<file path="src/rtl/call_stack_pkg.sv">
// Shared types and pointer helpers for the call/return stack.
package call_stack_pkg;

  typedef enum logic [1:0] {OP_NONE, OP_PUSH, OP_POP, OP_REPLACE} stk_op_e;

  // Pointer arithmetic wraps by explicit compare so DEPTH need not be a power of two.
  function automatic int unsigned stk_ptr_inc(input int unsigned ptr, input int unsigned depth);
    return (ptr == depth - 32'd1) ? 32'd0 : ptr + 32'd1;
  endfunction

  function automatic int unsigned stk_ptr_dec(input int unsigned ptr, input int unsigned depth);
    return (ptr == 32'd0) ? depth - 32'd1 : ptr - 32'd1;
  endfunction

endpackage

</file>
<file path="src/rtl/stack_mem.sv">
// Stack storage: register array, one synchronous write port, one asynchronous read port.
module stack_mem #(
  parameter int unsigned DATA_W = 11,
  parameter int unsigned DEPTH  = 16,
  parameter int unsigned PTR_W  = 4
) (
  input  logic              clk,
  input  logic              we,
  input  logic [PTR_W-1:0]  waddr,
  input  logic [DATA_W-1:0] wdata,
  input  logic [PTR_W-1:0]  raddr,
  output logic [DATA_W-1:0] rdata
);

  logic [DATA_W-1:0] mem [DEPTH];

  always_ff @(posedge clk) begin
    if (we) mem[waddr] <= wdata;
  end

  assign rdata = mem[raddr];

endmodule

</file>
<file path="src/rtl/call_stack.sv">
// LIFO for call/return addresses with occupancy, full/empty flags and sticky error flags.
module call_stack
  import call_stack_pkg::*;
#(
  parameter int unsigned DATA_W       = 11,
  parameter int unsigned DEPTH        = 16,
  parameter bit          WRAP_ON_FULL = 1'b0,
  localparam int unsigned PTR_W       = $clog2(DEPTH),
  localparam int unsigned CNT_W       = $clog2(DEPTH + 1)
) (
  input  logic              clk,
  input  logic              reset,
  input  logic              push,
  input  logic              pop,
  input  logic [DATA_W-1:0] din,
  input  logic              err_clr,
  output logic [DATA_W-1:0] dout,
  output logic              empty,
  output logic              full,
  output logic [CNT_W-1:0]  count,
  output logic              overflow,
  output logic              underflow
);

  stk_op_e           op;
  logic [PTR_W-1:0]  top, top_nxt, ptr_inc, ptr_dec, waddr;
  logic [CNT_W-1:0]  count_nxt;
  logic [DATA_W-1:0] rdata;
  logic              we, ovf_set, udf_set;

  assign ptr_inc = PTR_W'(stk_ptr_inc(32'(top), DEPTH));
  assign ptr_dec = PTR_W'(stk_ptr_dec(32'(top), DEPTH));

  // Flags come from the count so a wrapped pointer never makes them ambiguous.
  assign empty = (count == '0);
  assign full  = (count == CNT_W'(DEPTH));
  assign dout  = empty ? '0 : rdata;

  always_comb begin
    op = OP_NONE;
    unique case ({push, pop})
      2'b10:   op = OP_PUSH;
      2'b01:   op = OP_POP;
      2'b11:   op = OP_REPLACE;
      default: op = OP_NONE;
    endcase
  end

  always_comb begin
    top_nxt   = top;
    count_nxt = count;
    we        = 1'b0;
    waddr     = ptr_inc;
    ovf_set   = 1'b0;
    udf_set   = 1'b0;
    unique case (op)
      OP_PUSH: begin
        if (!full) begin
          we        = 1'b1;
          top_nxt   = ptr_inc;
          count_nxt = count + CNT_W'(1);
        end else begin
          ovf_set = 1'b1;
          // Wrap mode: the slot above top is the oldest entry when full.
          if (WRAP_ON_FULL) begin
            we      = 1'b1;
            top_nxt = ptr_inc;
          end
        end
      end
      OP_POP: begin
        if (!empty) begin
          top_nxt   = ptr_dec;
          count_nxt = count - CNT_W'(1);
        end else begin
          udf_set = 1'b1;
        end
      end
      OP_REPLACE: begin
        we = 1'b1;
        if (!empty) begin
          waddr = top;
        end else begin
          top_nxt   = ptr_inc;
          count_nxt = CNT_W'(1);
        end
      end
      default: ;
    endcase
  end

  always_ff @(posedge clk) begin
    if (reset) begin
      top       <= PTR_W'(DEPTH - 1);
      count     <= '0;
      overflow  <= 1'b0;
      underflow <= 1'b0;
    end else begin
      top       <= top_nxt;
      count     <= count_nxt;
      // A new error in the same cycle as err_clr wins.
      overflow  <= ovf_set | (overflow & ~err_clr);
      underflow <= udf_set | (underflow & ~err_clr);
    end
  end

  stack_mem #(
    .DATA_W (DATA_W),
    .DEPTH  (DEPTH),
    .PTR_W  (PTR_W)
  ) u_mem (
    .clk   (clk),
    .we    (we & ~reset),
    .waddr (waddr),
    .wdata (din),
    .raddr (top),
    .rdata (rdata)
  );

endmodule

</file>
<file path="config.mk">
export PLATFORM = sky130hd
export DESIGN_NAME = call_stack
export DESIGN_NICKNAME = d
export VERILOG_FILES = /design/src/rtl/call_stack_pkg.sv /design/src/rtl/stack_mem.sv /design/src/rtl/call_stack.sv
export SDC_FILE = /design/constraint.sdc
export NUM_CORES = 1
export LEC_CHECK = 0
export CAP_MARGIN = 20
export CORE_MARGIN = 5
export CORE_UTILIZATION = 30
export DETAILED_ROUTE_END_ITERATION = 7
export REMOVE_ABC_BUFFERS = 1
export SYNTH_ARGS = -nofsm -noshare
export SYNTH_HDL_FRONTEND = slang
export SYNTH_SLANG_ARGS = --single-unit
</file>
<file path="constraint.sdc">
create_clock -name clk -period 4.6 [get_ports clk]
set_input_delay 0.46 -clock clk [delete_from_list [all_inputs] [get_ports clk]]
set_output_delay 0.46 -clock clk [all_outputs]
set_load 0.05 [all_outputs]
</file>
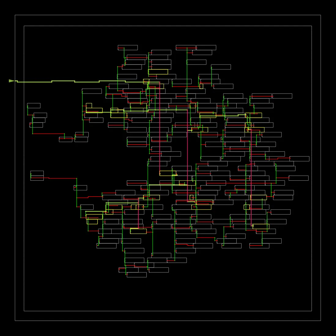
Fig. 1. Clock wiring as the flow saved it (run 1).
power consumed by the clock network: 0.00148 W
flop count: 191
total number of clock tree sinks: 191

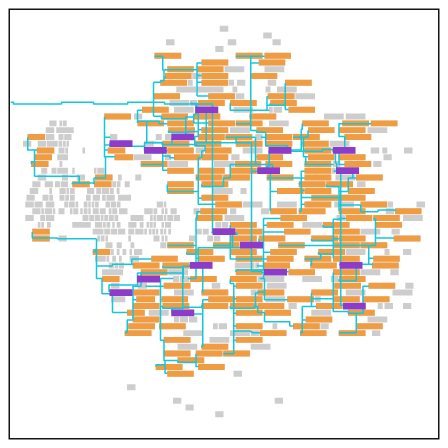
Fig. 2. Clock distribution (run 1).
cells driving clock nets: shown in purple, count 17. flip-flops: shown in orange, count 191. clock wires: shown in cyan, length 2,070 um.
There are 18 routed clock nets.

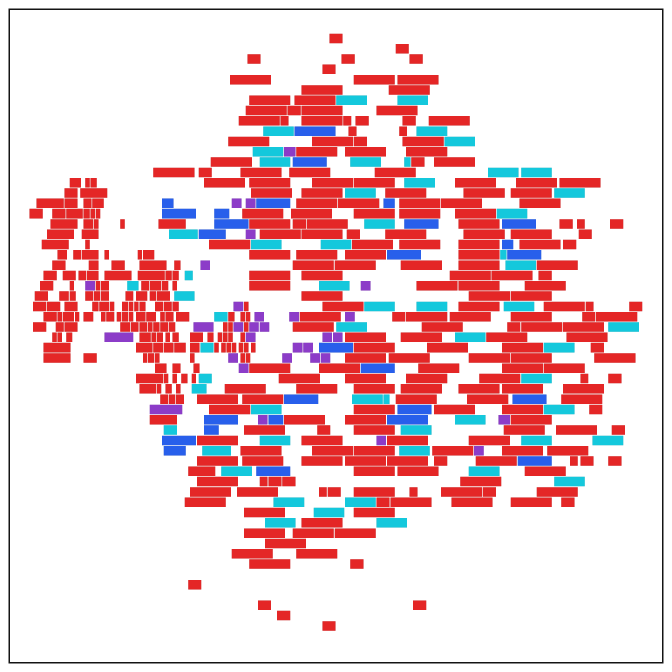
Fig. 3. Drive-strength map (run 1).
drive 2: shown in cyan, cells 57, share 11%, most used mux4_2. drive 1 or less: shown in red, cells 388, share 77%, most used edfxtp_1. drive 6 and up: shown in blue, cells 27, share 5.4%, most used clkbuf_16. drive 3 to 4: shown in purple, cells 31, share 6.2%, most used buf_4.
post-route worst setup slack: 807.8 ps
Area Growth Syn to Fin: 18.71%
Signal buffers: 61
Finished Cell Area: 9353 um^2

==> qor.json, run 1 <==
{
  "status": "completed",
  "timing.final.crit_period_ps": 3792,
  "worst_r2r_endpoint": "u_mem.mem[1][2]$_DFFE_PP_",
  "groute.usage.overall": 0.1233,
  "ys_dominant_reg_cell": "sky130_fd_sc_hd__edfxtp_1",
  "n_fill_cell": 2426,
  "antenna_cells_inserted": 0,
  "number_of_different_library_cells_in_the_post_synthesis_netlist": 51,
  "place_inst": 806,
  "post_synth_fa_ha_maj_area_fraction": 0.01048,
  "largest-register": "u_mem.mem",
  "powerSeq_w": 0.00213,
  "fin_hold_ws_ps": 495.5,
  "finalPower_w": 0.005150,
  "final_global_route_overflow_total": 0,
  "grt_antenna_before_repair": 1,
  "share_seq_of_total_power": 0.413,
  "crit_end": "dout[0]",
  "area.share.sequential": 0.5975,
  "synth-edff-count": 176,
  "worst_hold_startpoint": "overflow$_SDFF_PP0_",
  "cts_tree": "built",
  "multi_input_comb_area_um2": 2141,
  "max-slew-margin-rel": 0.5870,
  "count_of_pins_over_their_slew_limit": 0,
  "first_drt_pass_iteration_count": 6,
  "setup_repair_after_global_routing_missed_its_margin": "no",
  "synth_stat.cells": 434,
  "detail_route.iter0.violations": 339,
  "ff2ff_path_depth": 6,
  "worst_ep_required_time_ps": 4140,
  "setup_tns_ps": 0,
  "number_of_clock_buffers_in_the_layout": 17,
  "worst_path_max_stage_delay_ps": 730,
  "min_period_over_period": 0.8244,
  "cell_internal_pwr_w": 0.003462,
  "inverters": 12,
  "synth-area-yosys_um2": 7879,
  "core_area_um2": 25980,
  "syn_inst": 434,
  "crit_fanout": 11,
  "timing.critical_path.max_delay_family": "simple AND/OR/NAND/NOR gates",
  "worst-endpoint-arrival_ps": 3330,
  "clock-root-buffer": "sky130_fd_sc_hd__clkbuf_16",
  "layout.nonclk_buf_frac": 0.05967,
  "static-leakage-power_nw": 3.135,
  "clock_tree.htree_level_count": 4,
  "initial_utilization": 0.3032,
  "pwr_density_cell_nw_per_um2": 550.6,
  "worst_hold_path.endpoint": "overflow$_SDFF_PP0_",
  "post-route-util": 0.3599,
  "drc_errors": 0,
  "xor_area_frac": 0.003335,
  "cts_hold_buf": 0,
  "final_cells": 838,
  "aoi_share": 0.05526,
  "numCtsBuffers": 17,
  "layout_top_registers": "u_mem.mem x176, count x5, top x4",
  "largest_register_ff_count": 176,
  "insertion_delay_ps": 430,
  "die_outline_height_um": 172.1,
  "maxPowerGroup": "sequential cells",
  "cp-start-kind": "register",
  "logic_gates": 207,
  "critical_path_depth": 5,
  "clk_pin_slew_worst_paths_ps": 70,
  "place_worst_setup_slack_ps": 1208,
  "worst_setup_path_startpoint": "count[2]$_SDFFE_PP0P_",
  "worstPathBufferInverterCount": 1,
  "openroad.warnings": 26,
  "synth_seq_share": 0.7089,
  "clock_power_share": 0.288,
  "sequential_cell_area_um2": 5588,
  "synth-warning-count": 0,
  "layout.cells.most_common_list": "sky130_fd_sc_hd__edfxtp_1 (176), sky130_fd_sc_hd__mux4_2 (44), sky130_fd_sc_hd__clkdlybuf4s50_1 (35), sky130_fd_sc_hd__nor2_1 (30), sky130_fd_sc_hd__buf_4 (25)",
  "post_drt_wl_per_cell_um": 20.85,
  "ys_seq_elements": 191,
  "syn_area_per_cell_um2": 18.15,
  "final_hold_viols": 0,
  "async_reset_ff_frac": 0,
  "die_area_um2": 29600,
  "post_synthesis_simple_gate_area_fraction": 0.04574,
  "timing.rr.start": "count[2]$_SDFFE_PP0P_",
  "top_level_ports": 36,
  "detailed_place.area_um2": 8751,
  "grt_max_degree": 45,
  "cts-resized-gates": 0,
  "finalSetupViolCount": 0,
  "combinationalPower_w": 0.00154,
  "fin_nets": 512,
  "mux_share": 0.1569,
  "area.share.combinational": 0.2289,
  "rrSetupSlack_ps": 1530,
  "setup.worst_path.class": "reg -> out",
  "buffer_ports.inserted": 35,
  "taps": 335,
  "holdCritPathClass": "reg -> reg",
  "peakVddDrop_uv": 253.2,
  "worstSetupEndpointType": "output pin",
  "largest_class": "sequential cells",
  "clk_path_buf_depth": 2,
  "dp_hpwl_um": 11500,
  "comb_power_share": 0.299,
  "vias_in_the_first_global_route": 4449,
  "placement_rows": 59,
  "synth.cell_area_um2": 7879,
  "top_cell_excl_fill_tap": "sky130_fd_sc_hd__edfxtp_1",
  "global_route_wire_length_before_repair_um": 27000,
  "timing.max_cap.violations": 0,
  "worst-slew-pin-transition_ps": 617.2,
  "viasPerCell": 5.105,
  "switching_share": 0.3277,
  "worst_clock_skew_ps": 9.767,
  "drive_gt1_frac": 0.2286,
  "post-cts-setup-buffers": 0,
  "max_freq_ghz": 0.2637,
  "globalplace.congestion": 0.9001,
  "wirelength_um": 17470,
  "clkCellAreaFrac": 0.06435,
  "worst_hold_path.num_cells": 2,
  "postRouteAntennaNets": 0,
  "yosys-dominant-comb-family": "multiplexers",
  "crit_path_cell_trace": "or4_1 -> nor2_1 -> or2_2 -> o22ai_1 -> clkdlybuf4s50_1",
  "switchingPower_w": 0.001687,
  "crit_path_top_delay_cell": "sky130_fd_sc_hd__or4_1"
}
## run 1: layer usage
metal	vias to the layer above	part of all wire	GRT usage
met3	14	0.066	0.03018
met5	-	0	0
met4	0	0.011	0.03486
met1	2205	0.43	0.1634
li1	1886	-	-
met2	173	0.49	0.2034
## run 1: synthesized netlist by cell type, drive strengths merged, types with 3 or more instances
master,count,share of area
nor2,30,0.014
a32o,4,0.0051
dfxtp,15,0.038
nand3,7,0.0051
clkbuf,16,0.0076
mux4,44,0.13
buf,8,0.0060
a31oi,4,0.0032
a21oi,10,0.0064
nand2b,4,0.0032
ha,5,0.0079
inv,12,0.0057
nor3,4,0.0038
o22ai,13,0.010
mux2i,23,0.029
xnor2,3,0.0033
edfxtp,176,0.67
nand2,10,0.0048
o21ai,9,0.0062
o211ai,4,0.0056
## Run 2: what changed since run 1
clock period = 3.4 ns   (was 4.6 ns; I/O delays follow)
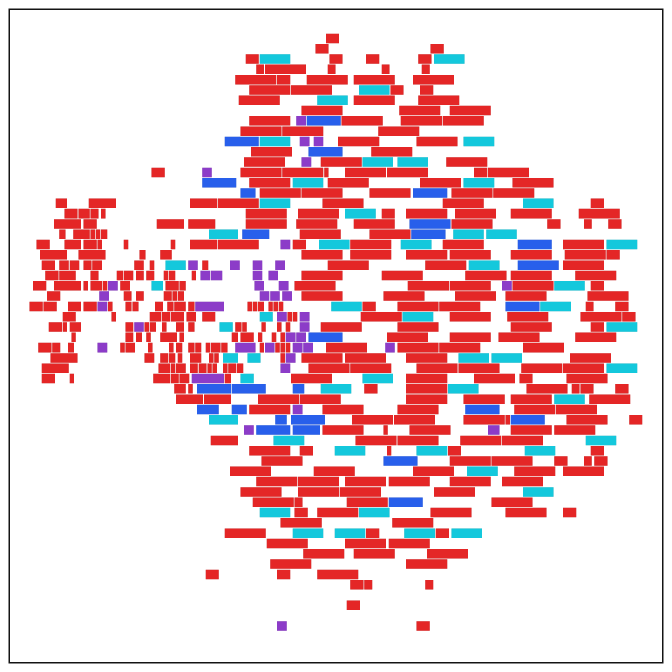
Fig. 4. Drive-strength map (run 2).
Finished Cell Area: 9427 um^2
Area Growth Syn to Fin: 19.64%
Signal buffers: 71
post-route worst setup slack: 158.0 ps

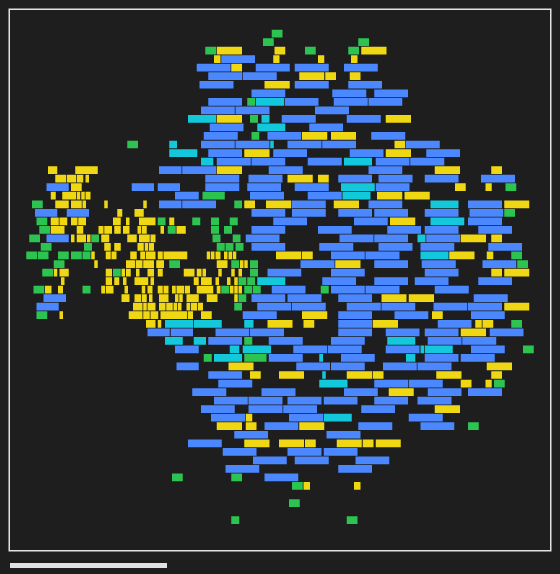
Fig. 5. Placement by cell class (run 2).
Scale bar: 50 um.
flops: shown in blue, cells 191, share of their area 62%. clock drivers and dummy loads: shown in cyan, cells 32, share of their area 6.5%. all other logic: shown in yellow, cells 219, share of their area 24%. other buffers and delay cells: shown in green, cells 71, share of their area 7.1%.
sequential share of cell area: 0.5928
Cell Rows: 59
utilization after layout: 0.3628

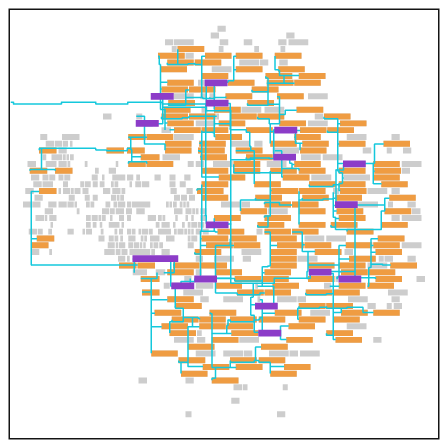
Fig. 6. Clock distribution (run 2).
cells driving clock nets: shown in purple, count 17. clock wires: shown in cyan, length 2,060 um. flip-flops: shown in orange, count 191.
There are 18 routed clock nets.

==> qor.json, run 2 <==
{
  "buffer_ports.inserted": {"value": 35, "change": "unchanged"},
  "globalRouteMet3Util": {"value": 0.03338, "change": "+0.003201"},
  "holdCritPathClass": "reg -> reg",
  "comb_power_share": {"value": 0.308, "change": "+0.009"},
  "post-cts-setup-buffers": {"value": 0, "change": "unchanged"},
  "cts_tree": "built",
  "synth-edff-count": {"value": 176, "change": "unchanged"},
  "layout.sequential_cells": {"value": 191, "change": "unchanged"},
  "die_outline_height": {"value": 172.1, "unit": "um", "change": "unchanged"},
  "via_count": 4208,
  "final_global_route_overflow_total": {"value": 0, "change": "unchanged"},
  "synth-area-yosys": {"value": 7879, "unit": "um^2", "change": "unchanged"},
  "taps": {"value": 335, "change": "unchanged"},
  "worst_ep_required_time": {"value": 3060, "unit": "ps", "change": "-1080 ps"},
  "worst-endpoint-arrival": {"value": 2900, "unit": "ps", "change": "-430 ps"},
  "timing.final.crit_period_ps": 3242,
  "layout.nonclk_buf_frac": {"value": 0.06822, "change": "+0.008559"},
  "viasPerCell": {"value": 4.962, "change": "-2.8%"},
  "logic_gates": {"value": 207, "change": "unchanged"},
  "sequential_cell_area": {"value": 5588, "unit": "um^2", "change": "unchanged"},
  "layout_top_registers": "u_mem.mem x176, count x5, top x4",
  "post_drt_wl_per_cell": {"value": 20.24, "unit": "um", "change": "-2.9%"},
  "top_cell_excl_fill_tap": "sky130_fd_sc_hd__edfxtp_1",
  "setup_tns": {"value": 0, "unit": "ps", "change": "unchanged"},
  "globalRoute.busiestLayer": "met2",
  "xor_area_frac": {"value": 0.003335, "change": "unchanged"},
  "detail_route.iter0.violations": {"value": 313, "change": "-7.7%"},
  "clk_pin_slew_worst_paths": {"value": 70, "unit": "ps", "change": "about the same"},
  "wl_met1": {"value": 7580, "unit": "um", "change": "+1.4%"},
  "setup_repair_after_global_routing_missed_its_margin": "no",
  "peakVddDrop": {"value": 346.7, "unit": "uV", "change": "+37%"},
  "route.top_layer_used": "met5",
  "groute.usage.overall": {"value": 0.1210, "change": "-0.002290"},
  "worstPathBufferInverterCount": {"value": 1, "change": "unchanged"},
  "static-leakage-power": {"value": 3.175, "unit": "nW", "change": "+1.3%"},
  "clk_path_buf_depth": {"value": 2, "change": "unchanged"},
  "maxPowerGroup": "sequential cells",
  "largest-register": "u_mem.mem",
  "clock-root-buffer": "sky130_fd_sc_hd__clkbuf_16",
  "powerSeq": {"value": 0.00285, "unit": "W", "change": "+34%"},
  "drc_errors": {"value": 0, "change": "unchanged"},
  "detailed_place.area": {"value": 8836, "unit": "um^2", "change": "+0.97%"},
  "grt_max_degree": {"value": 45, "change": "unchanged"},
  "fin_nets": {"value": 522, "change": "+2.0%"},
  "worstSetupEndpointType": "output pin",
  "yosys-top-cells-count": "sky130_fd_sc_hd__edfxtp_1 (176), sky130_fd_sc_hd__mux4_2 (44), sky130_fd_sc_hd__nor2_1 (30)",
  "async_reset_ff_frac": {"value": 0, "change": "unchanged"},
  "layout.cells.most_common_list": "sky130_fd_sc_hd__edfxtp_1 (176), sky130_fd_sc_hd__mux4_2 (44), sky130_fd_sc_hd__buf_4 (35), sky130_fd_sc_hd__clkdlybuf4s50_1 (34), sky130_fd_sc_hd__nor2_1 (30)",
  "wl_met2": {"value": 8486, "unit": "um", "change": "-1.8%"},
  "initial_utilization": {"value": 0.3032, "change": "unchanged"},
  "combinationalPower": {"value": 0.00214, "unit": "W", "change": "+39%"},
  "finalSetupViolCount": {"value": 0, "change": "unchanged"},
  "post_synth_fa_ha_maj_area_fraction": {"value": 0.01048, "change": "unchanged"},
  "detailroute.wirelength.met3": {"value": 803, "unit": "um", "change": "-31%"},
  "synthDominantAreaCellType": "sky130_fd_sc_hd__edfxtp_1",
  "switchingPower": {"value": 0.002262, "unit": "W", "change": "+34%"},
  "aoi_share": {"value": 0.05526, "change": "unchanged"},
  "top_area_frac": {"value": 0.6708, "change": "unchanged"},
  "insertion_delay": {"value": 430, "unit": "ps", "change": "about the same"},
  "synth.cell_area": {"value": 7879, "unit": "um^2", "change": "unchanged"},
  "synth.top_cells.by_area": "sky130_fd_sc_hd__edfxtp_1 (67%), sky130_fd_sc_hd__mux4_2 (13%), sky130_fd_sc_hd__dfxtp_1 (3.8%), sky130_fd_sc_hd__mux2i_1 (2.9%), sky130_fd_sc_hd__nor2_1 (1.4%)",
  "clock_power_share": {"value": 0.283, "change": "-0.005"},
  "synth_dominant_cell_count": "sky130_fd_sc_hd__edfxtp_1",
  "worst-slew-pin-transition": {"value": 626.2, "unit": "ps", "change": "+8.951 ps"},
  "syn_area_per_cell": {"value": 18.15, "unit": "um^2", "change": "unchanged"},
  "place_worst_setup_slack": {"value": 427.9, "unit": "ps", "change": "-780.2 ps"},
  "clock_tree.htree_level_count": {"value": 4, "change": "unchanged"},
  "antenna_cells_inserted": {"value": 0, "change": "unchanged"},
  "syn_inst": {"value": 434, "change": "unchanged"},
  "clkSinkCount": {"value": 191, "change": "unchanged"},
  "timing.max_cap.violations": {"value": 0, "change": "unchanged"},
  "number_of_clock_buffers_in_the_layout": {"value": 20, "change": "+3"},
  "multi_input_comb_area": {"value": 2143, "unit": "um^2", "change": "+0.12%"},
  "setup.worst_path.class": "reg -> out",
  "core_area": {"value": 25980, "unit": "um^2", "change": "unchanged"},
  "die_area": {"value": 29600, "unit": "um^2", "change": "unchanged"},
  "postRouteAntennaNets": {"value": 0, "change": "unchanged"},
  "crit_path_cell_trace": "or4_1 -> nor2_1 -> or2_4 -> o22ai_1 -> clkdlybuf4s50_1",
  "largest_class": "sequential cells",
  "n_fill_cell": {"value": 2418, "change": "-0.33%"},
  "wirelength": {"value": 17160, "unit": "um", "change": "-1.8%"},
  "min_period_over_period": 0.9535,
  "met1_use_gr": {"value": 0.1570, "change": "-0.006354"},
  "largest_register_ff_count": {"value": 176, "change": "unchanged"},
  "number_of_different_library_cells_in_the_post_synthesis_netlist": {"value": 51, "change": "unchanged"},
  "pwr_density_cell": {"value": 738.5, "unit": "nW/um^2", "change": "+34%"},
  "powerClk": {"value": 0.00197, "unit": "W", "change": "+33%"},
  "drive_gt1_frac": {"value": 0.2378, "change": "+0.009189"},
  "max-slew-margin-rel": {"value": 0.5810, "change": "-0.005989"},
  "cell_internal_pwr": {"value": 0.004700, "unit": "W", "change": "+36%"},
  "area.share.combinational": {"value": 0.2274, "change": "-0.001526"},
  "switching_share": {"value": 0.3250, "change": "-0.002699"},
  "global_route_wire_length_before_repair": {"value": 26650, "unit": "um", "change": "-1.3%"},
  "mux_share": {"value": 0.1569, "change": "unchanged"},
  "finalPower": {"value": 0.006962, "unit": "W", "change": "+35%"},
  "ys_seq_elements": {"value": 191, "change": "unchanged"},
  "place_inst": {"value": 816, "change": "+1.2%"},
  "post_synthesis_simple_gate_area_fraction": {"value": 0.04574, "change": "unchanged"},
  "first_drt_pass_iteration_count": {"value": 5, "change": "-1"},
  "inverters": {"value": 12, "change": "unchanged"},
  "share_seq_of_total_power": {"value": 0.409, "change": "-0.004"},
  "top_level_ports": {"value": 36, "change": "unchanged"},
  "count_of_pins_over_their_slew_limit": {"value": 0, "change": "unchanged"},
  "final_cells": {"value": 848, "change": "+1.2%"},
  "ys_dominant_reg_cell": "sky130_fd_sc_hd__edfxtp_1",
  "synth_seq_share": {"value": 0.7089, "change": "unchanged"},
  "cts_hold_buf": {"value": 0, "change": "unchanged"},
  "grt_antenna_before_repair": {"value": 1, "change": "unchanged"},
  "worst_path_max_stage_delay": {"value": 740, "unit": "ps", "change": "about the same"},
  "dp_hpwl": {"value": 10990, "unit": "um", "change": "-4.4%"},
  "max_freq_ghz": 0.3085,
  "openroad.warnings": {"value": 26, "change": "unchanged"},
  "fin_hold_ws": {"value": 506.5, "unit": "ps", "change": "+11.01 ps"},
  "timing.critical_path.max_delay_family": "simple AND/OR/NAND/NOR gates",
  "final_hold_viols": {"value": 0, "change": "unchanged"},
  "yosys-dominant-comb-family": "multiplexers",
  "worst_clock_skew": {"value": 11.08, "unit": "ps", "change": "+1.314 ps"},
  "status": "completed",
  "crit_path_top_delay_cell": "sky130_fd_sc_hd__or4_1",
  "crit_fanout": {"value": 11, "change": "unchanged"},
  "numCtsBuffers": {"value": 17, "change": "unchanged"},
  "cp-start-kind": "register",
  "floorplan.die.width_um": 172.1,
  "vias_in_the_first_global_route": {"value": 4525, "change": "+1.7%"},
  "clkCellAreaFrac": {"value": 0.06238, "change": "-0.001964"},
  "globalRouteMet2Util": {"value": 0.1978, "change": "-0.005607"},
  "globalplace.congestion": {"value": 0.8633, "change": "-4.1%"},
  "synth-warning-count": {"value": 0, "change": "unchanged"},
  "synth_stat.cells": {"value": 434, "change": "unchanged"}
}
run 2: final timing paths:
check | start | to | slack, ps | cells past startpoint
setup reg to reg | count[2]$_SDFFE_PP0P_ | u_mem.mem[14][10]$_DFFE_PP_ | 450 | 6
setup / recovery | count[2]$_SDFFE_PP0P_ | dout[4] | 160 | 5
hold / removal | overflow$_SDFF_PP0_ | overflow$_SDFF_PP0_ | 510 | 2
hold reg to reg | overflow$_SDFF_PP0_ | overflow$_SDFF_PP0_ | 510 | 2
run 2: what timing repair did:
action,4_1_cts,5_1_grt
endpoints found under the setup margin,9,0
hold endpoints to repair,0,0
resized,1,0
## Run 3: what changed since run 2
PLACE_DENSITY = 0.44   (was not set)
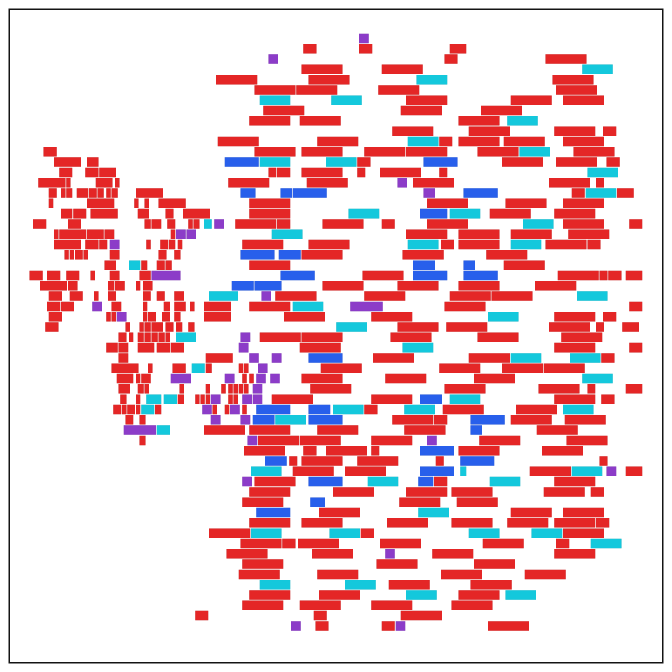
Fig. 7. Drive-strength map (run 3).
Finished Cell Area: 9412 um^2
Signal buffers: 65
post-route worst setup slack: 355.1 ps
Area Growth Syn to Fin: 19.45%

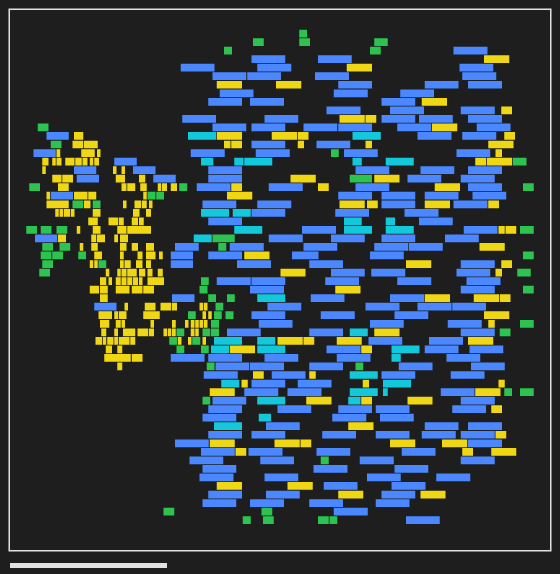
Fig. 8. Placement by cell class (run 3).
Scale bar: 50 um.
other buffers and delay cells: shown in green, cells 65, share of their area 6.7%. all other logic: shown in yellow, cells 219, share of their area 24%. flops: shown in blue, cells 191, share of their area 62%. clock drivers and dummy loads: shown in cyan, cells 32, share of their area 6.8%.

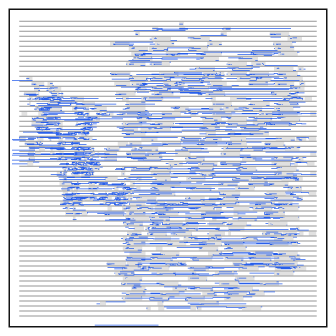
Fig. 9. M1 wires (run 3).
Supply wires on this layer in grey.
The layer holds 44% of the routed length. 484 nets have wire on it.
met1 Use GR: 0.1641
aggregate routed wire length: 18,350 um
detailed-route via count: 4,184

==> qor.json, run 3 <==
{
  "status": "completed",
  "layout.sequential_cells": {"value": 191, "change": "unchanged"},
  "vias_in_the_first_global_route": {"value": 4410, "change": "-2.5%"},
  "timing.final.crit_period": {"value": 3045, "unit": "ps", "change": "-197.1 ps"},
  "peakVddDrop": {"value": 437.5, "unit": "uV", "change": "+26%"},
  "layout.cells.most_common_list": "sky130_fd_sc_hd__edfxtp_1 (176), sky130_fd_sc_hd__mux4_2 (44), sky130_fd_sc_hd__buf_4 (33), sky130_fd_sc_hd__nor2_1 (30), sky130_fd_sc_hd__clkdlybuf4s50_1 (24)",
  "mux_share": {"value": 0.1569, "change": "unchanged"},
  "openroad.warnings": {"value": 26, "change": "unchanged"},
  "cp-start-kind": "register",
  "worst_hold_path.num_cells": {"value": 2, "change": "unchanged"},
  "fin_nets": {"value": 516, "change": "-1.1%"},
  "insertion_delay": {"value": 440, "unit": "ps", "change": "about the same"},
  "area.share.combinational": {"value": 0.2275, "change": "about the same"},
  "max_freq": {"value": 0.3284, "unit": "GHz", "change": "+6.5%"},
  "final_global_route_overflow_total": {"value": 0, "change": "unchanged"},
  "synth_stat.cells": {"value": 434, "change": "unchanged"},
  "worst_hold_startpoint": "overflow$_SDFF_PP0_",
  "synth-edff-count": {"value": 176, "change": "unchanged"},
  "crit_path_cell_trace": "or4_1 -> nor2_1 -> buf_4 -> clkdlybuf4s50_1",
  "rrSetupSlack": {"value": 690, "unit": "ps", "change": "+240 ps"},
  "critical_path_depth": {"value": 4, "change": "-1"},
  "setup.worst_path.class": "reg -> out",
  "clkSinkCount": {"value": 191, "change": "unchanged"},
  "min_period_over_period": {"value": 0.8955, "change": "-0.05798"},
  "drc_errors": {"value": 0, "change": "unchanged"},
  "buffer_ports.inserted": {"value": 35, "change": "unchanged"},
  "crit_end": "empty",
  "clock_tree.htree_level_count": {"value": 4, "change": "unchanged"},
  "crit_fanout": {"value": 8, "change": "-3"},
  "grt_max_degree": {"value": 23, "change": "-49%"},
  "holdCritPathClass": "reg -> reg",
  "cts_tree": "built",
  "post_synth_fa_ha_maj_area_fraction": {"value": 0.01048, "change": "unchanged"},
  "ys_dominant_reg_cell": "sky130_fd_sc_hd__edfxtp_1",
  "antenna_cells_inserted": {"value": 0, "change": "unchanged"},
  "yosys-top-cells-count": "sky130_fd_sc_hd__edfxtp_1 (176), sky130_fd_sc_hd__mux4_2 (44), sky130_fd_sc_hd__nor2_1 (30)",
  "timing.max_cap.violations": {"value": 0, "change": "unchanged"},
  "number_of_different_library_cells_in_the_post_synthesis_netlist": {"value": 51, "change": "unchanged"},
  "viasPerCell": {"value": 4.969, "change": "+0.14%"},
  "groute.usage.overall": {"value": 0.1283, "change": "+0.007283"},
  "worst_r2r_endpoint": "u_mem.mem[1][1]$_DFFE_PP_",
  "multi_input_comb_area": {"value": 2141, "unit": "um^2", "change": "-0.12%"},
  "finalPower": {"value": 0.007002, "unit": "W", "change": "+0.58%"},
  "synthDominantAreaCellType": "sky130_fd_sc_hd__edfxtp_1",
  "clk_path_buf_depth": {"value": 2, "change": "unchanged"},
  "worst_clock_skew": {"value": 19.33, "unit": "ps", "change": "+8.251 ps"},
  "first_drt_pass_iteration_count": {"value": 4, "change": "-1"},
  "die_area": {"value": 29600, "unit": "um^2", "change": "unchanged"},
  "worst_setup_path_startpoint": "count[2]$_SDFFE_PP0P_",
  "count_of_pins_over_their_slew_limit": {"value": 0, "change": "unchanged"},
  "globalRouteMet2Util": {"value": 0.2161, "change": "+0.01835"},
  "static-leakage-power": {"value": 3.250, "unit": "nW", "change": "+2.4%"},
  "top_area_frac": {"value": 0.6708, "change": "unchanged"},
  "ys_seq_elements": {"value": 191, "change": "unchanged"},
  "taps": {"value": 335, "change": "unchanged"},
  "setup_repair_after_global_routing_missed_its_margin": "no",
  "inverters": {"value": 12, "change": "unchanged"},
  "logic_gates": {"value": 207, "change": "unchanged"},
  "worstSetupEndpointType": "output pin",
  "synth-warning-count": {"value": 0, "change": "unchanged"},
  "wl_met2": {"value": 9239, "unit": "um", "change": "+8.9%"},
  "placement_rows": {"value": 59, "change": "unchanged"},
  "timing.rr.start": "count[2]$_SDFFE_PP0P_",
  "cts-resized-gates": {"value": 0, "change": "-1"},
  "final_hold_viols": {"value": 0, "change": "unchanged"},
  "number_of_clock_buffers_in_the_layout": {"value": 17, "change": "-15%"},
  "worst-endpoint-arrival": {"value": 2700, "unit": "ps", "change": "-200 ps"},
  "ff2ff_path_depth": {"value": 6, "change": "unchanged"},
  "core_area": {"value": 25980, "unit": "um^2", "change": "unchanged"},
  "route.top_layer_used": "met4",
  "synth_dominant_cell_count": "sky130_fd_sc_hd__edfxtp_1",
  "globalRouteMet3Util": {"value": 0.02675, "change": "-0.006630"},
  "n_fill_cell": {"value": 2449, "change": "+1.3%"},
  "clk_pin_slew_worst_paths": {"value": 70, "unit": "ps", "change": "about the same"},
  "synth.cell_area": {"value": 7879, "unit": "um^2", "change": "unchanged"},
  "die_outline_height": {"value": 172.1, "unit": "um", "change": "unchanged"},
  "clkCellAreaFrac": {"value": 0.06514, "change": "+0.002758"},
  "sequential_cell_area": {"value": 5590, "unit": "um^2", "change": "about the same"},
  "detail_route.iter0.violations": {"value": 291, "change": "-7.0%"},
  "yosys-dominant-comb-family": "multiplexers",
  "top_level_ports": {"value": 36, "change": "unchanged"},
  "syn_inst": {"value": 434, "change": "unchanged"},
  "cts_hold_buf": {"value": 0, "change": "unchanged"},
  "worst_path_max_stage_delay": {"value": 820, "unit": "ps", "change": "+80 ps"}
}
run 3: stage by stage:
| stage | hold slack, ps | cells | util |
|---|---|---|---|
| after floorplan | 409.4 | 410 | - |
| after global placement | 482.1 | 810 | 0.3380 |
| after detailed placement | 506.0 | 810 | 0.3380 |
| after CTS | 525.8 | 842 | 0.3616 |
| after global routing | 596.3 | 842 | 0.3622 |
| final | 520.9 | 842 | 0.3622 |
run 3: where the power goes:
group | switching, W | internal, W | leakage (nW)
Clock | 0.000978 | 0.00100 | 0.298
Sequential | 0.000132 | 0.00274 | 1.71
Combinational | 0.00130 | 0.000854 | 1.24
run 3: kinds of logic (layout without fill, tap and decap cells):
kind of cell	after synthesis	count (layout)
fa+ha+maj	6	6
simple gates	69	69
compound gates	61	61
flops	191	191
buf+inv	36	109
xor+xnor	3	3
mux	68	68
No activity file was given, so power comes from the tool's default toggle rates.
